`config.mk`:
```
export PLATFORM = sky130hd
export DESIGN_NAME = store_buffer
export DESIGN_NICKNAME = d
export VERILOG_FILES = /design/src/rtl/store_buffer.sv
export SDC_FILE = /design/constraint.sdc
export NUM_CORES = 1
export LEC_CHECK = 0
export CAP_MARGIN = 20
export CORE_ASPECT_RATIO = 0.7
export CORE_MARGIN = 1.5
export CORE_UTILIZATION = 35
export CTS_CLUSTER_SIZE = 16
export DETAILED_ROUTE_END_ITERATION = 10
export SLEW_MARGIN = 20
export SYNTH_ARGS = -nofsm -noshare
export SYNTH_HDL_FRONTEND = slang
export SYNTH_SLANG_ARGS = --single-unit
```
`constraint.sdc`:
```
create_clock -name clk -period 7.25 [get_ports clk]
set_input_delay 1.45 -clock clk [delete_from_list [all_inputs] [get_ports clk]]
set_output_delay 1.45 -clock clk [all_outputs]
set_load 0.01 [all_outputs]
```
`src/rtl/store_buffer.sv`:
```
// -----------------------------------------------------------------------------
// store_buffer
//
// Small FIFO of committed word stores sitting between the datapath and the
// data memory. Stores are pushed from the datapath and drained in order, one
// per cycle, whenever the memory grants a write slot. Loads can look up the
// buffer and take data forwarded from the youngest matching store.
//
// Parameters
//   DEPTH      number of buffered entries (power of two, >= 2)
//
// Ports
//   clk        sole clock, rising edge
//   reset      synchronous active-high reset (clears pointers and count)
//   st_valid   datapath presents a store this cycle
//   st_addr    store byte address (bits [1:0] stored but ignored for matching)
//   st_wd      store write data
//   st_pc      PC of the store instruction
//   st_ready   buffer not full, a store can be accepted this cycle
//   drain_en   data memory can take a write this cycle
//   dm_we      write enable to data memory (drain_en and not empty)
//   dm_addr    head entry address (0 when empty)
//   dm_wd      head entry data (0 when empty)
//   dm_pc      head entry PC (0 when empty)
//   ld_addr    load address for the forwarding lookup
//   fwd_hit    some occupied entry matches ld_addr at word granularity
//   fwd_data   data of the youngest matching entry (0 when no hit)
//   empty      buffer holds no entries
//   count      number of occupied entries
// -----------------------------------------------------------------------------
module store_buffer #(
    parameter int DEPTH = 4
) (
    input  logic                     clk,
    input  logic                     reset,
    input  logic                     st_valid,
    input  logic [31:0]              st_addr,
    input  logic [31:0]              st_wd,
    input  logic [31:0]              st_pc,
    output logic                     st_ready,
    input  logic                     drain_en,
    output logic                     dm_we,
    output logic [31:0]              dm_addr,
    output logic [31:0]              dm_wd,
    output logic [31:0]              dm_pc,
    input  logic [31:0]              ld_addr,
    output logic                     fwd_hit,
    output logic [31:0]              fwd_data,
    output logic                     empty,
    output logic [$clog2(DEPTH):0]   count
);

    localparam int AW = $clog2(DEPTH);
    localparam int CW = AW + 1;

    localparam logic [AW-1:0] PTR_ONE   = AW'(1);
    localparam logic [CW-1:0] CNT_ONE   = CW'(1);
    localparam logic [CW-1:0] CNT_FULL  = CW'(DEPTH);
    localparam logic [CW-1:0] CNT_ZERO  = CW'(0);

    // Entry storage; contents are don't-care outside the occupied window,
    // so it carries no reset.
    logic [31:0] addr_mem_r [DEPTH];
    logic [31:0] wd_mem_r   [DEPTH];
    logic [31:0] pc_mem_r   [DEPTH];

    logic [AW-1:0] head_r;
    logic [AW-1:0] tail_r;
    logic [CW-1:0] count_r;

    logic          empty_s;
    logic          ready_s;
    logic          push_s;
    logic          pop_s;
    logic          fwd_hit_s;
    logic [31:0]   fwd_data_s;

    // Byte offset of the load address does not take part in word matching.
    logic          unused_ld_off_s;
    assign unused_ld_off_s = ^ld_addr[1:0];

    // Status comes from registered occupancy only, so st_ready never depends
    // on drain_en: a full buffer refuses a push even while it drains.
    assign empty_s = (count_r == CNT_ZERO);
    assign ready_s = (count_r != CNT_FULL);
    assign push_s  = st_valid && ready_s;
    // An empty buffer cannot pop, so a store pushed this cycle is never
    // drained in the same cycle.
    assign pop_s   = drain_en && !empty_s;

    assign st_ready = ready_s;
    assign empty    = empty_s;
    assign count    = count_r;
    assign dm_we    = pop_s;
    assign dm_addr  = empty_s ? 32'h0000_0000 : addr_mem_r[head_r];
    assign dm_wd    = empty_s ? 32'h0000_0000 : wd_mem_r[head_r];
    assign dm_pc    = empty_s ? 32'h0000_0000 : pc_mem_r[head_r];
    assign fwd_hit  = fwd_hit_s;
    assign fwd_data = fwd_data_s;

    // Pointer and occupancy update; reset wins over any push or pop.
    always_ff @(posedge clk) begin
        if (reset) begin
            head_r  <= '0;
            tail_r  <= '0;
            count_r <= '0;
        end else begin
            if (push_s) begin
                tail_r <= tail_r + PTR_ONE;
            end else begin
                tail_r <= tail_r;
            end
            if (pop_s) begin
                head_r <= head_r + PTR_ONE;
            end else begin
                head_r <= head_r;
            end
            case ({push_s, pop_s})
                2'b10:   count_r <= count_r + CNT_ONE;
                2'b01:   count_r <= count_r - CNT_ONE;
                default: count_r <= count_r;
            endcase
        end
    end

    // Entry write at the tail slot on an accepted push.
    always_ff @(posedge clk) begin
        if (push_s && !reset) begin
            addr_mem_r[tail_r] <= st_addr;
            wd_mem_r[tail_r]   <= st_wd;
            pc_mem_r[tail_r]   <= st_pc;
        end
    end

    // Forwarding lookup: walk occupied slots from oldest to youngest so the
    // last match seen is the youngest one. The head being popped this cycle
    // still counts as occupied; the store being pushed is not yet visible.
    always_comb begin
        fwd_hit_s  = 1'b0;
        fwd_data_s = 32'h0000_0000;
        for (int i = 0; i < DEPTH; i++) begin
            logic          occ_m;
            logic          match_m;
            logic [AW-1:0] slot_m;
            slot_m     = head_r + AW'(i);
            occ_m      = (CW'(i) < count_r);
            match_m    = occ_m && (addr_mem_r[slot_m][31:2] == ld_addr[31:2]);
            fwd_hit_s  = fwd_hit_s | match_m;
            fwd_data_s = match_m ? wd_mem_r[slot_m] : fwd_data_s;
        end
    end

endmodule

```
==> Slide: Implementation Results, run 1 <==
Key Metrics from the Run

CTS
  – H-tree depth: 2
  – CTS Hold Bufs: 0
  – Bufs on Longest Clock Path: 3
  – Sink Count: 393
  – Cts bufs inserted: 43

GRT
  – Largest net degree at the start of global routing: 82
  – First-pass GRT wire length: 109000 um
  – Global route overflow: 0
  – Total Routing Usage GR: 0.220

Yosys
  – Yosys top cell by area: edfxtp_1
  – Ys flop type: edfxtp_1
  – Yosys cell count: 1630
  – Adder Share, Synth: 0.00495
  – Mux cell area share: 0.237
  – Yosys Warn Count: 0
  – Cell types with the highest counts after synthesis: edfxtp_1, mux4_2, mux2i_1
  – Unique cell types: 65
  – Syn avg cell area: 14.0 um2
  – Flops out of synthesis: 393

Finish
  – Most numerous logic cells after layout: edfxtp_1, clkdlybuf4s50_1, mux4_2
  – # nets final: 1990
  – Share of layout cells above drive strength 1: 0.210

Run status
  – Status: completed

Worst hold path
  – Worst min path class: reg -> reg

Worst setup path
  – Worst r2r src: count[0]
  – RR Endpoint: wd_mem_r[0][12]
  – Crit path from: ld_addr[17]
  – Crit path capture: fwd_data[31]

Run
  – Total of max-cap violations: 0

Floorplanning
  – # IOs: 267
  – Initial Utilization: 0.357
  – DIE WIDTH: 308 um

Drt
  – Met1 wire length: 34000 um
  – DR top layer: met5
  – DRT iter0 DRCs: 1443
  – Met3 wire len: 6620 um
  – Via count: 16000

Power and ir drop
  – Part of the power in registers: 0.324
  – Seq. pwr: 2790 uW
  – Largest vdd supply drop: 189 uV
  – Logic pwr share: 0.410
  – Combinational cell power: 3530 uW

Placed design
  – GP Congestion: 1.01
  – Port Buffers: 264

Final timing
  – Setup violators final: 0
  – Cycle use final: 0.974
  – Worst-margin pin slew: 1.12 ns
-- run 1: worst max-delay path: stages --
cell	delay, ns
clkdlybuf4s50_1	0.74
nor2_1	0.13
a2111oi_0	0.60
a31oi_1	0.30
or4_2	0.76
buf_12	0.23
a2111oi_0	0.40
o221ai_1	0.17
a22oi_1	0.24
clkdlybuf4s50_1	0.57
-- run 1: area by class of cell --
type,instances,area (um2),area share
multi-input combinational,1039,10200,0.366
timing repair buffer,321,3170,0.114
clock inverter,24,334,0.0120
antenna,2,5.00,0.000180
inverter,51,194,0.00696
tap,869,1090,0.0390
clock buffer,55,1140,0.0410
sequential,393,11700,0.421
-- run 1: sequential cells by signal (all words and copies together) (netlist names), named ones only --
name	flops
addr_mem_r	128
pc_mem_r	128
wd_mem_r	128
count	3
head_r	2
tail_r	2
Run 1, clock wires, drivers and flops:
Bar = 100 um.
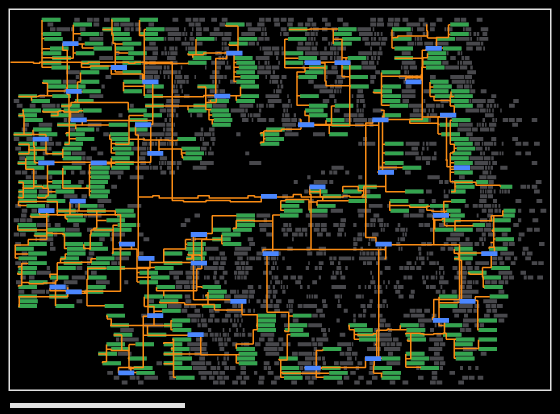
Key: green = flip-flops [count 393]; orange = clock wires [length 5420 um]; blue = cells driving clock nets [count 43]
There are 44 routed clock nets.
Clock Latency Late Sink: 0.57 ns
skew final: 0.0190 ns
Clock group: 2300 uW
Clock Power Share: 0.267

Run 1, congestion heat map:
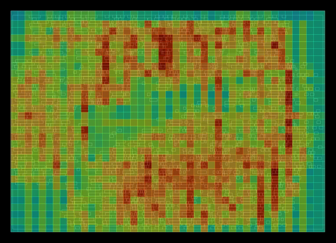
M3 GR Usage: 0.0546
GR peak layer: met1
met2 usage: 0.317
Final Util: 0.437

Run 1, placed cells, one colour a class:
Bar = 100 um.
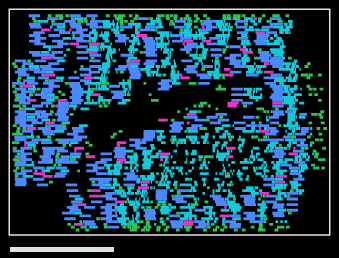
Key: green = other buffers and delay cells [cells 321, share of their area 12%]; cyan = all other logic [cells 1090, share of their area 39%]; magenta = clock drivers and dummy loads [cells 79, share of their area 5.5%]; blue = flip-flops [cells 393, share of their area 44%]
number of cell rows: 77
sequential cell area share: 0.421
post-route cell area: 0.0279 mm2
core box area: 0.0637 mm2

Run 1, selected gate families:
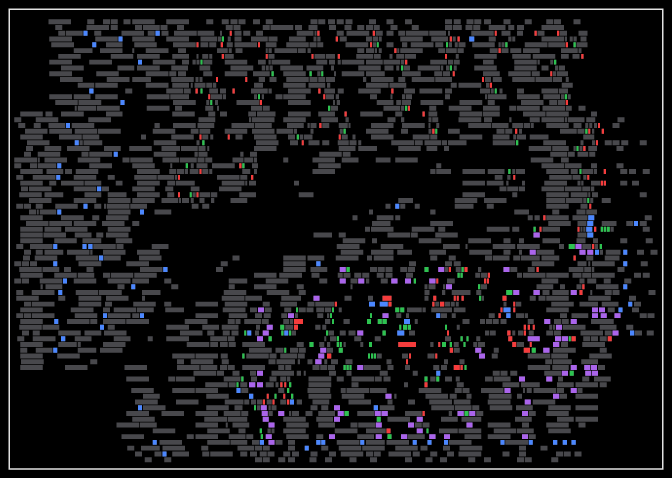
Key: purple = XOR/XNOR gates [cells 87, most used xnor2_1]; red = NOR gates [cells 126, most used nor2_1]; blue = AND and OR gates [cells 76, most used and2_1, where all over the die]; green = NAND gates [cells 107, most used nand2_1]
final cell count without fillers: 2754
logic gate fraction of the total cell area: 0.366

==> run 2, diff against run 1 <==
--- a/config.mk
+++ b/config.mk
@@ -12,4 +12,5 @@
 export CTS_CLUSTER_SIZE = 16
 export DETAILED_ROUTE_END_ITERATION = 10
+export GPL_TIMING_DRIVEN = 0
 export SLEW_MARGIN = 20
 export SYNTH_ARGS = -nofsm -noshare
==> constraint.sdc (replaced) <==
create_clock -name clk -period 7.25 [get_ports clk]
set_input_delay 1.45 -clock clk [delete_from_list [all_inputs] [get_ports clk]]
set_output_delay 1.45 -clock clk [all_outputs]
set_load 0.05 [all_outputs]
Run 2, sequential cells coloured by netlist name:
Bar = 100 um. Other sequential cells in the stronger grey, the rest of the logic in the fainter grey.
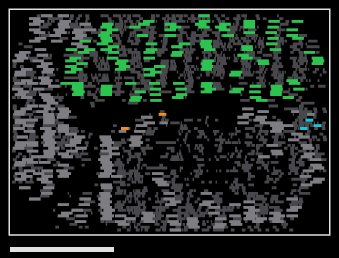
Key: orange = head_r [flops 2]; green = wd_mem_r [flops 128]; cyan = count [flops 3]
Final Util: 0.440
sequential cell area share: 0.418
Seq. pwr: 2680 uW

Run 2, congestion heat map:
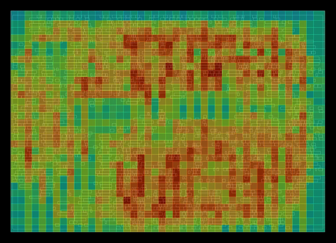
Routed WL per cell: 29.4 um
M3 GR Usage: 0.0599
met2 usage: 0.352

==> Slide: Implementation Results, run 2 <==
Key Metrics from the Run

Yosys
  – Ys flop type: edfxtp_1
  – Syn avg cell area: 14.0 um2 (unchanged)
  – Yosys Warn Count: 0 (unchanged)
  – Most common cell in the netlist: edfxtp_1
  – Yosys top cell by area: edfxtp_1
  – Yosys cell count: 1630 (unchanged)
  – Flops out of synthesis: 393 (unchanged)
  – Unique cell types: 65 (unchanged)
  – Cell types with the highest counts after synthesis: edfxtp_1, mux4_2, mux2i_1

Drt
  – DRT iter0 DRCs: 2046 (+42%)
  – Residual DRC: 0
  – Via count: 16900 (+5.8%)

Floorplanning
  – Chip height: 216 um
  – Number of cell rows: 77 (unchanged)
  – # IOs: 267 (unchanged)
  – Initial Utilization: 0.357 (unchanged)
  – Tap cells: 869 (unchanged)
  – DIE WIDTH: 308 um (unchanged)
  – Core box area: 0.0637 mm2 (unchanged)

Finish
  – Non-clock buffer share: 0.120 (+0.00636)
  – Share of layout cells above drive strength 1: 0.220 (+0.0101)
  – Largest registers: addr_mem_r (128), pc_mem_r (128), wd_mem_r (128)
  – Inverter count: 51 (unchanged)
  – Clock-cell share of area: 0.0503 (-0.00263)
  – Logic Gate Count: 1039 (unchanged)
  – Most numerous logic cells after layout: edfxtp_1, clkdlybuf4s50_1, mux4_2
  – Flop area: 0.0117 mm2 (-0.13%)
  – Area-dominant class: flip-flops and latches
  – Clock buf count: 52 (-5.5%)
  – Final cell count without fillers: 2832 (+2.8%)
  – Bufs w/o clock: 399 (+24%)
  – Comb area: 0.0102 mm2 (+0.26%)
  – Logic gate fraction of the total cell area: 0.365 (-0.000875)
  – Flip-flops: 393 (unchanged)
  – Antenna cells: 3 (+1)
  – # nets final: 2068 (+3.9%)

Power and ir drop
  – Part of the power in registers: 0.275 (-0.049)
  – Clock group: 2230 uW (-3%)
  – Largest vdd supply drop: 231 uV (+22%)
  – Combinational cell power: 4850 uW (+37%)
  – Clock Power Share: 0.228 (-0.039)
  – Logic pwr share: 0.497 (+0.087)
  – Switching Fraction: 0.419

Run status
  – Status: finished, violations left
  – Failing checks: negative setup slack

Final timing
  – Worst-margin pin slew: 1.00 ns (-0.116 ns)
  – Cycle use final: 1.00 (+0.0276)
  – Setup violators final: 3 (+3)
  – Final worst slack: -0.0132 ns
  – Skew final: 0.0384 ns (+0.0194 ns)

GRT
  – Initial antenna violation count: 7
  – Global route overflow: 0 (unchanged)
  – First-pass GRT wire length: 119000 um (+9.7%)
  – Total Routing Usage GR: 0.246 (+0.0267)
  – Largest net degree at the start of global routing: 43 (-48%)

Placed design
  – Post-DP Area: 0.0265 mm2
  – Port Buffers: 242 (-8.3%)
  – Placed Cells: 2750
  – GP Congestion: 0.953 (-5.3%)

Worst setup path
  – Delay-heaviest family, CP: buffers and inverters
  – Worst r2r src: head_r[1]
  – Slowest-stage cell, CP: clkbuf_1
  – Crit path from: ld_addr[20]
  – Crit-path max cell delay: 0.75 ns (about the same)
  – WP buf/inv: 5 (+2)

CTS
  – Cts bufs inserted: 43 (unchanged)
  – Clock Latency Late Sink: 0.61 ns (+0.04 ns)
  – # resized after CTS: 88
  – Sink Count: 393 (unchanged)
  – H-tree depth: 2 (unchanged)
  – CTS Hold Bufs: 0 (unchanged)
  – Bufs on Longest Clock Path: 3 (unchanged)

Run
  – Total of max-cap violations: 0 (unchanged)

Worst hold path
  – Worst min path class: reg -> reg
Run 2, placed cells, one colour a class:
Bar = 100 um.
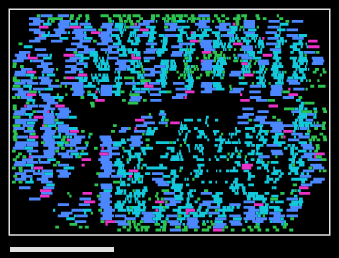
Key: cyan = all other logic [cells 1090, share of their area 39%]; green = other buffers and delay cells [cells 399, share of their area 13%]; blue = flip-flops [cells 393, share of their area 44%]; magenta = clock drivers and dummy loads [cells 78, share of their area 5.2%]
post-route cell area: 0.0280 mm2

-- run 2: metal layers --
metal	vias to the layer above	track usage	wire, um
li1	7088	-	-
met1	8705	0.375	37800
met2	1014	0.352	35400
met3	125	0.0599	8340
met4	6	0.0532	1590
met5	-	0	43
-- run 2: final timing paths --
kind                  end  slack, ns  depth (start not counted)
min             tail_r[1]       0.53                          2
max          fwd_data[11]      -0.01                         12
max reg2reg          flop       3.09                         10
min reg2reg     tail_r[1]       0.53                          2
-- run 2: kinds of logic after synthesis --
family                   count (synthesis)  synth area share
AND/OR/NAND/NOR                        309            0.0653
XOR/XNOR                                87            0.0338
buffers and inverters                  198            0.0397
AND-OR/OR-AND                          297             0.105
flip-flops                             393             0.514
adder cells (fa/ha/maj)                  9           0.00495
multiplexers                           337             0.237
Power and IR drop assume default switching activity.
